<file path="config.mk">
export PLATFORM = sky130hd
export DESIGN_NAME = pixel_command_decoder_flat
export DESIGN_NICKNAME = d
export VERILOG_FILES = /design/src/rtl/pixel_command_decoder_if.sv /design/src/rtl/pixel_command_decoder.sv /design/src/flat_wrapper.sv
export SDC_FILE = /design/constraint.sdc
export NUM_CORES = 1
export LEC_CHECK = 0
export CORE_MARGIN = 1.5
export CORE_UTILIZATION = 60
export CTS_BUF_LIST = sky130_fd_sc_hd__clkbuf_8
export CTS_CLUSTER_SIZE = 8
export DETAILED_ROUTE_END_ITERATION = 12
export GPL_TIMING_DRIVEN = 0
export PLACE_DENSITY = 0.83
export SYNTH_ARGS = -nofsm -noshare
export SYNTH_HDL_FRONTEND = slang
export SYNTH_SLANG_ARGS = --single-unit
</file>
<file path="constraint.sdc">
create_clock -name clock -period 2.69 [get_ports clock]
set_input_delay 0.538 -clock clock [delete_from_list [all_inputs] [get_ports clock]]
set_output_delay 0.538 -clock clock [all_outputs]
set_load 0.005 [all_outputs]
</file>
<file path="src/rtl/pixel_command_decoder_if.sv">
// Command-byte and pending-write FIFO signals of the pixel command decoder.
// master = decoder side, slave = host / FIFO side.
interface pixel_command_decoder_if;
  logic [7:0]  commandByte;
  logic        commandValid;
  logic        commandReady;
  logic [24:0] pendingWriteQueueWriteBus;
  logic        pendingWriteQueueWriteRequest;
  logic        pendingWriteQueueWriteFull;
  logic        busy;
  logic        badOpcode;

  modport master (
    input  commandByte, commandValid, pendingWriteQueueWriteFull,
    output commandReady, pendingWriteQueueWriteBus, pendingWriteQueueWriteRequest,
           busy, badOpcode
  );

  modport slave (
    output commandByte, commandValid, pendingWriteQueueWriteFull,
    input  commandReady, pendingWriteQueueWriteBus, pendingWriteQueueWriteRequest,
           busy, badOpcode
  );
endinterface

</file>
<file path="src/rtl/pixel_command_decoder.sv">
// Decodes host drawing commands into {y, x, colour} pending-write FIFO entries.
// Optional PIXEL_COMMAND_CLIP_EN drops entries whose cursor lies off-screen.
module pixel_command_decoder #(
  parameter int SCREEN_WIDTH  = 320,
  parameter int SCREEN_HEIGHT = 240
) (
  input  logic                   clock,
  input  logic                   reset,
  pixel_command_decoder_if.master pcd
);
  localparam logic [8:0] XMAX = 9'(SCREEN_WIDTH - 1);
  localparam logic [7:0] YMAX = 8'(SCREEN_HEIGHT - 1);

  typedef enum logic [1:0] {IDLE, ARG, WRITE, FILL} state_t;

  state_t      state_q;
  logic [2:0]  op_q;
  logic [1:0]  argIdx_q;
  logic [7:0]  argLo_q;
  logic [8:0]  curX_q;
  logic [7:0]  curY_q;
  logic [15:0] fillCnt_q;
  logic [24:0] bus_q;
  logic        badOp_q;
  logic        rdy_q;

  logic       active, clipped, step, accept;
  logic [8:0] nextX;
  logic [7:0] nextY;

  always_comb begin
    active = (state_q == WRITE) || (state_q == FILL);
`ifdef PIXEL_COMMAND_CLIP_EN
    clipped = active && ((bus_q[16:8] > XMAX) || (bus_q[24:17] > YMAX));
`else
    clipped = 1'b0;
`endif
    // Clipped pixels retire one per cycle regardless of FIFO back-pressure
    step   = active && (clipped || !pcd.pendingWriteQueueWriteFull);
    accept = pcd.commandValid && pcd.commandReady;
    if (curX_q >= XMAX) begin
      nextX = 9'd0;
      nextY = (curY_q >= YMAX) ? 8'd0 : curY_q + 8'd1;
    end else begin
      nextX = curX_q + 9'd1;
      nextY = curY_q;
    end
  end

  assign pcd.commandReady = rdy_q && ((state_q == IDLE) || (state_q == ARG));
  assign pcd.pendingWriteQueueWriteRequest = active && !pcd.pendingWriteQueueWriteFull && !clipped;
  assign pcd.pendingWriteQueueWriteBus = bus_q;
  assign pcd.busy      = active;
  assign pcd.badOpcode = badOp_q;

  always_ff @(posedge clock or negedge reset) begin
    if (!reset) begin
      state_q   <= IDLE;
      op_q      <= 3'd0;
      argIdx_q  <= 2'd0;
      argLo_q   <= 8'd0;
      curX_q    <= 9'd0;
      curY_q    <= 8'd0;
      fillCnt_q <= 16'd0;
      bus_q     <= 25'd0;
      badOp_q   <= 1'b0;
      rdy_q     <= 1'b0;
    end else begin
      rdy_q <= 1'b1;
      case (state_q)
        IDLE: if (accept) begin
          argIdx_q <= 2'd0;
          op_q     <= pcd.commandByte[2:0];
          case (pcd.commandByte)
            8'h00: ;
            8'h01, 8'h02, 8'h03, 8'h04: state_q <= ARG;
            default: badOp_q <= 1'b1;
          endcase
        end
        ARG: if (accept) begin
          argIdx_q <= argIdx_q + 2'd1;
          case (op_q)
            3'd1: if (argIdx_q == 2'd0) argLo_q <= pcd.commandByte;
                  else begin
                    curX_q  <= {pcd.commandByte[0], argLo_q};
                    state_q <= IDLE;
                  end
            3'd2: begin
              curY_q  <= pcd.commandByte;
              state_q <= IDLE;
            end
            3'd3: begin
              bus_q   <= {curY_q, curX_q, pcd.commandByte};
              state_q <= WRITE;
            end
            3'd4: if (argIdx_q == 2'd0) fillCnt_q[7:0] <= pcd.commandByte;
                  else if (argIdx_q == 2'd1) fillCnt_q[15:8] <= pcd.commandByte;
                  else if (fillCnt_q == 16'd0) state_q <= IDLE;
                  else begin
                    bus_q   <= {curY_q, curX_q, pcd.commandByte};
                    state_q <= FILL;
                  end
            default: state_q <= IDLE;
          endcase
        end
        WRITE: if (step) begin
          curX_q  <= nextX;
          curY_q  <= nextY;
          state_q <= IDLE;
        end
        FILL: if (step) begin
          curX_q    <= nextX;
          curY_q    <= nextY;
          fillCnt_q <= fillCnt_q - 16'd1;
          bus_q     <= {nextY, nextX, bus_q[7:0]};
          if (fillCnt_q == 16'd1) state_q <= IDLE;
        end
        default: state_q <= IDLE;
      endcase
    end
  end
endmodule

</file>
<file path="src/flat_wrapper.sv">
// flat-port wrapper written by rule: the top's interface ports become plain ports
module pixel_command_decoder_flat 
#(
  parameter int SCREEN_WIDTH  = 320,
  parameter int SCREEN_HEIGHT = 240
)
  (clock, reset, pcd_commandByte, pcd_commandValid, pcd_pendingWriteQueueWriteFull, pcd_commandReady, pcd_pendingWriteQueueWriteBus, pcd_pendingWriteQueueWriteRequest, pcd_busy, pcd_badOpcode);
  pixel_command_decoder_if pcd_i ();
  input  logic clock;
  input  logic reset;
  input wire logic [$bits(pcd_i.commandByte)-1:0] pcd_commandByte;
  input wire logic [$bits(pcd_i.commandValid)-1:0] pcd_commandValid;
  input wire logic [$bits(pcd_i.pendingWriteQueueWriteFull)-1:0] pcd_pendingWriteQueueWriteFull;
  output wire logic [$bits(pcd_i.commandReady)-1:0] pcd_commandReady;
  output wire logic [$bits(pcd_i.pendingWriteQueueWriteBus)-1:0] pcd_pendingWriteQueueWriteBus;
  output wire logic [$bits(pcd_i.pendingWriteQueueWriteRequest)-1:0] pcd_pendingWriteQueueWriteRequest;
  output wire logic [$bits(pcd_i.busy)-1:0] pcd_busy;
  output wire logic [$bits(pcd_i.badOpcode)-1:0] pcd_badOpcode;
  assign pcd_i.commandByte = pcd_commandByte;
  assign pcd_i.commandValid = pcd_commandValid;
  assign pcd_i.pendingWriteQueueWriteFull = pcd_pendingWriteQueueWriteFull;
  assign pcd_commandReady = pcd_i.commandReady;
  assign pcd_pendingWriteQueueWriteBus = pcd_i.pendingWriteQueueWriteBus;
  assign pcd_pendingWriteQueueWriteRequest = pcd_i.pendingWriteQueueWriteRequest;
  assign pcd_busy = pcd_i.busy;
  assign pcd_badOpcode = pcd_i.badOpcode;
  pixel_command_decoder #(.SCREEN_WIDTH(SCREEN_WIDTH), .SCREEN_HEIGHT(SCREEN_HEIGHT)) u_core (.clock(clock), .reset(reset), .pcd(pcd_i));
endmodule
</file>
Fig. 1: metal layers overlaid
Bar = 20 um.
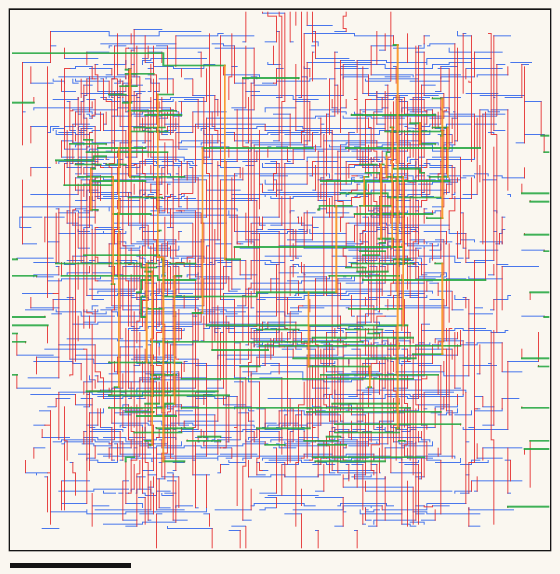
- orange: met4 (wire length 472 um)
- red: met2 (wire length 5720 um)
- green: met3 (wire length 1120 um)
- blue: met1 (wire length 4910 um)

==> run_results.csv <==
group,metric,value,unit
clock_tree,insertion_delay,360,ps
detailed_routing,drt_iter0_markers,388,
worst_hold_path,hold_path_class,"input port to asynchronous set/reset pin",
clock_tree,cts.path.max_buffers,2,
sta,rsz0062_at_grt,"false",
place,finalWeightedCongestion,0.935,
cells_and_area,fin_area,5210,um2
place,dp_slack,-667,ps
pwr,power.total,5.05,mW
cells_and_area,fillers,552,
grt,grt-busiest-layer,"met2",
cells_and_area,comb_area_frac,0.456,
cells_and_area,flops,75,
sta,min_period,2600,ps
synth,ys_cells,476,
clock_tree,clk_pin_slew,80,ps
die,chipArea,7930,um2
sta,fin_ws,87.1,ps
worst_setup_path,startpoint_type,"input port",
synth,yosysTopAreaCell,"dfrtp_1",
cells_and_area,nClkBuffers,9,
synth,syn_nets,494,
pwr,internal_power,3.03,mW
worst_setup_path,critPathBufInv,2,
pwr,sequentialPowerShare,0.392,
detailed_routing,via_per_inst,6.60,
cells_and_area,regArea,1880,um2
worst_setup_path,cp-end-kind,"flop",
place,dp.cells,616,
cells_and_area,drive_gt1_frac,0.133,
clock_tree,cts_tree,"yes",
grt,first_global_vias,3794,
clock_tree,root_buffer,"clkbuf_8",
die,rows,31,
synth,synth-edff-count,0,
grt,grt_antenna_before_repair,0,
detailed_routing,wl_met3,1.12,mm
cells_and_area,logic_area,2370,um2
clock_tree,numCtsBuffers,9,
worst_setup_path,cpLargestDelayFamily,"simple AND/OR/NAND/NOR gates",
sta,worstMarginPinSlew,803,ps
pwr,p_sw,2.02,mW
cells_and_area,comb_cells,351,
cells_and_area,lay_top_count,"dfrtp_1",
synth,yosysWarnings,0,
grt,grt_max_degree,44,
place,dpl_cell_area,4990,um2
clock_tree,cts_setup_buffers,0,
die,boundaryPins,41,
job,maxCapViolCount,0,
detailed_routing,wl_met2,5.72,mm
die,die.size.y,89.1,um
clock_tree,h-tree-depth,3,
synth,top_cells_by_count,"dfrtp_1 (75), nor2_1 (39), nand2_1 (36), o21ai_0 (36), clkbuf_1 (27)",
grt,grtUsageMet3,0.0600,
worst_setup_path,critPathRequiredTime,2930,ps
synth,avgSynthCellArea,9.34,um2
cells_and_area,utilization,0.722,
cells_and_area,final_cell_mix,"dfrtp_1 (75), nor2_1 (39), clkdlybuf4s50_1 (39)",
clock_tree,clkSinkCount,75,
clock_tree,cts_hold_buf,0,
synth,yosysMostFrequentCell,"dfrtp_1",
grt,met2_usage,0.511,
synth,yosysTopAreaCellShare,0.422,
grt,grt_pass1_wl,19.3,mm
cells_and_area,fin_nets,549,
pwr,swShare,0.399,
synth,syn-cell-area,4440,um2
detailed_routing,drc_errors,0,
sta,fin_skew,10.2,ps
synth,yosysChipArea,4440,um2
pwr,p_comb_frac,0.440,
synth,dominantRegCellSynth,"dfrtp_1",
worst_setup_path,slowest_delay,620,ps
sta,slew_viol_final,0,
place,dp_hpwl,8.49,mm
sta,setup_viol,0,
pwr,clockPowerShare,0.168,
cells_and_area,inverters,21,
sta,hold_viol,0,
run_status,outcome,"complete, no violations",
worst_setup_path,r2r_slack,150,ps
sta,setup_tns,0,ps
detailed_routing,wl_met1,4.91,mm
synth,area_leaders,"dfrtp_1 (42%), mux2_2 (6.3%), o21ai_0 (4.1%), nor2_1 (3.3%), nand2_1 (3.0%)",
cells_and_area,nNonClkBuffers,73,
synth,async_flop_share,1.00,
Fig. 2: clock distribution
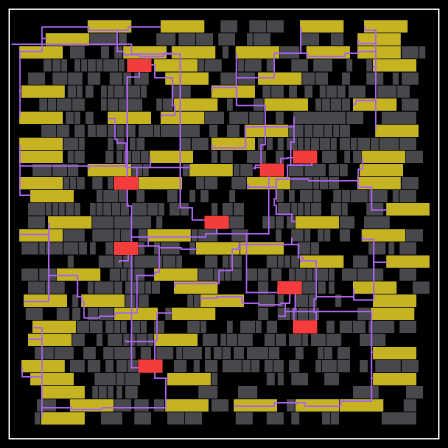
- purple: clock wires (length 997 um)
- yellow: flip-flops (count 75)
- red: cells driving clock nets (count 9)
- flops lie: widely spread
- routed clock nets: 10

[path summary, 6_finish.rpt]
check                                                                            end  cells after the start                        startpoint
max in group asynchronous                           u_core.fillCnt_q[13]$_DFFE_PN0P_                      2                             reset
min in group clock                                  u_core.pcd.badOpcode$_DFFE_PN0P_                      1  u_core.pcd.badOpcode$_DFFE_PN0P_
worst max register to register  u_core.pcd.pendingWriteQueueWriteBus[24]$_DFFE_PN0P_                      7   u_core.fillCnt_q[8]$_DFFE_PN0P_
worst max-delay path                                    u_core.curX_q[4]$_DFFE_PN0P_                      7                  pcd_commandValid
worst min-delay path                                    u_core.curY_q[2]$_DFFE_PN0P_                      1                             reset
worst min register to register                      u_core.pcd.badOpcode$_DFFE_PN0P_                      1  u_core.pcd.badOpcode$_DFFE_PN0P_
[power groups by stage]
stage / Clock (mW) / Sequential (mW) / Combinational [mW]
finish: 0.851 / 1.98 / 2.22
global route: 0.899 / 2.05 / 2.44
CTS: 0.855 / 1.97 / 2.17
detailed placement: 0 / 1.98 / 2.15
global placement: 0 / 1.95 / 2.09
floorplan: 0 / 1.91 / 1.39
[state kept, by name, summed over array words and instances, names as in the netlist]
signal	cells
u_core.pcd.pendingWriteQueueWriteBus	25
u_core.fillCnt_q	16
u_core.curX_q	9
u_core.argLo_q	8
u_core.curY_q	8
u_core.op_q	3
u_core.argIdx_q	2
u_core.state_q	2
u_core.pcd.badOpcode	1
u_core.rdy_q	1
[cells by family (layout without fill, tap and decap cells)]
logic type | after synthesis | count (layout) | synth area share
simple gates | 156 | 156 | 0.185
compound gates | 148 | 148 | 0.226
flops | 75 | 75 | 0.422
buf+inv | 50 | 109 | 0.0462
mux | 38 | 38 | 0.0994
fa+ha+maj | 7 | 7 | 0.0191
other cells | 1 | 1 | 0.000844
xor+xnor | 1 | 1 | 0.00197
Power figures rest on the tool's default switching activity, not on a simulated workload.
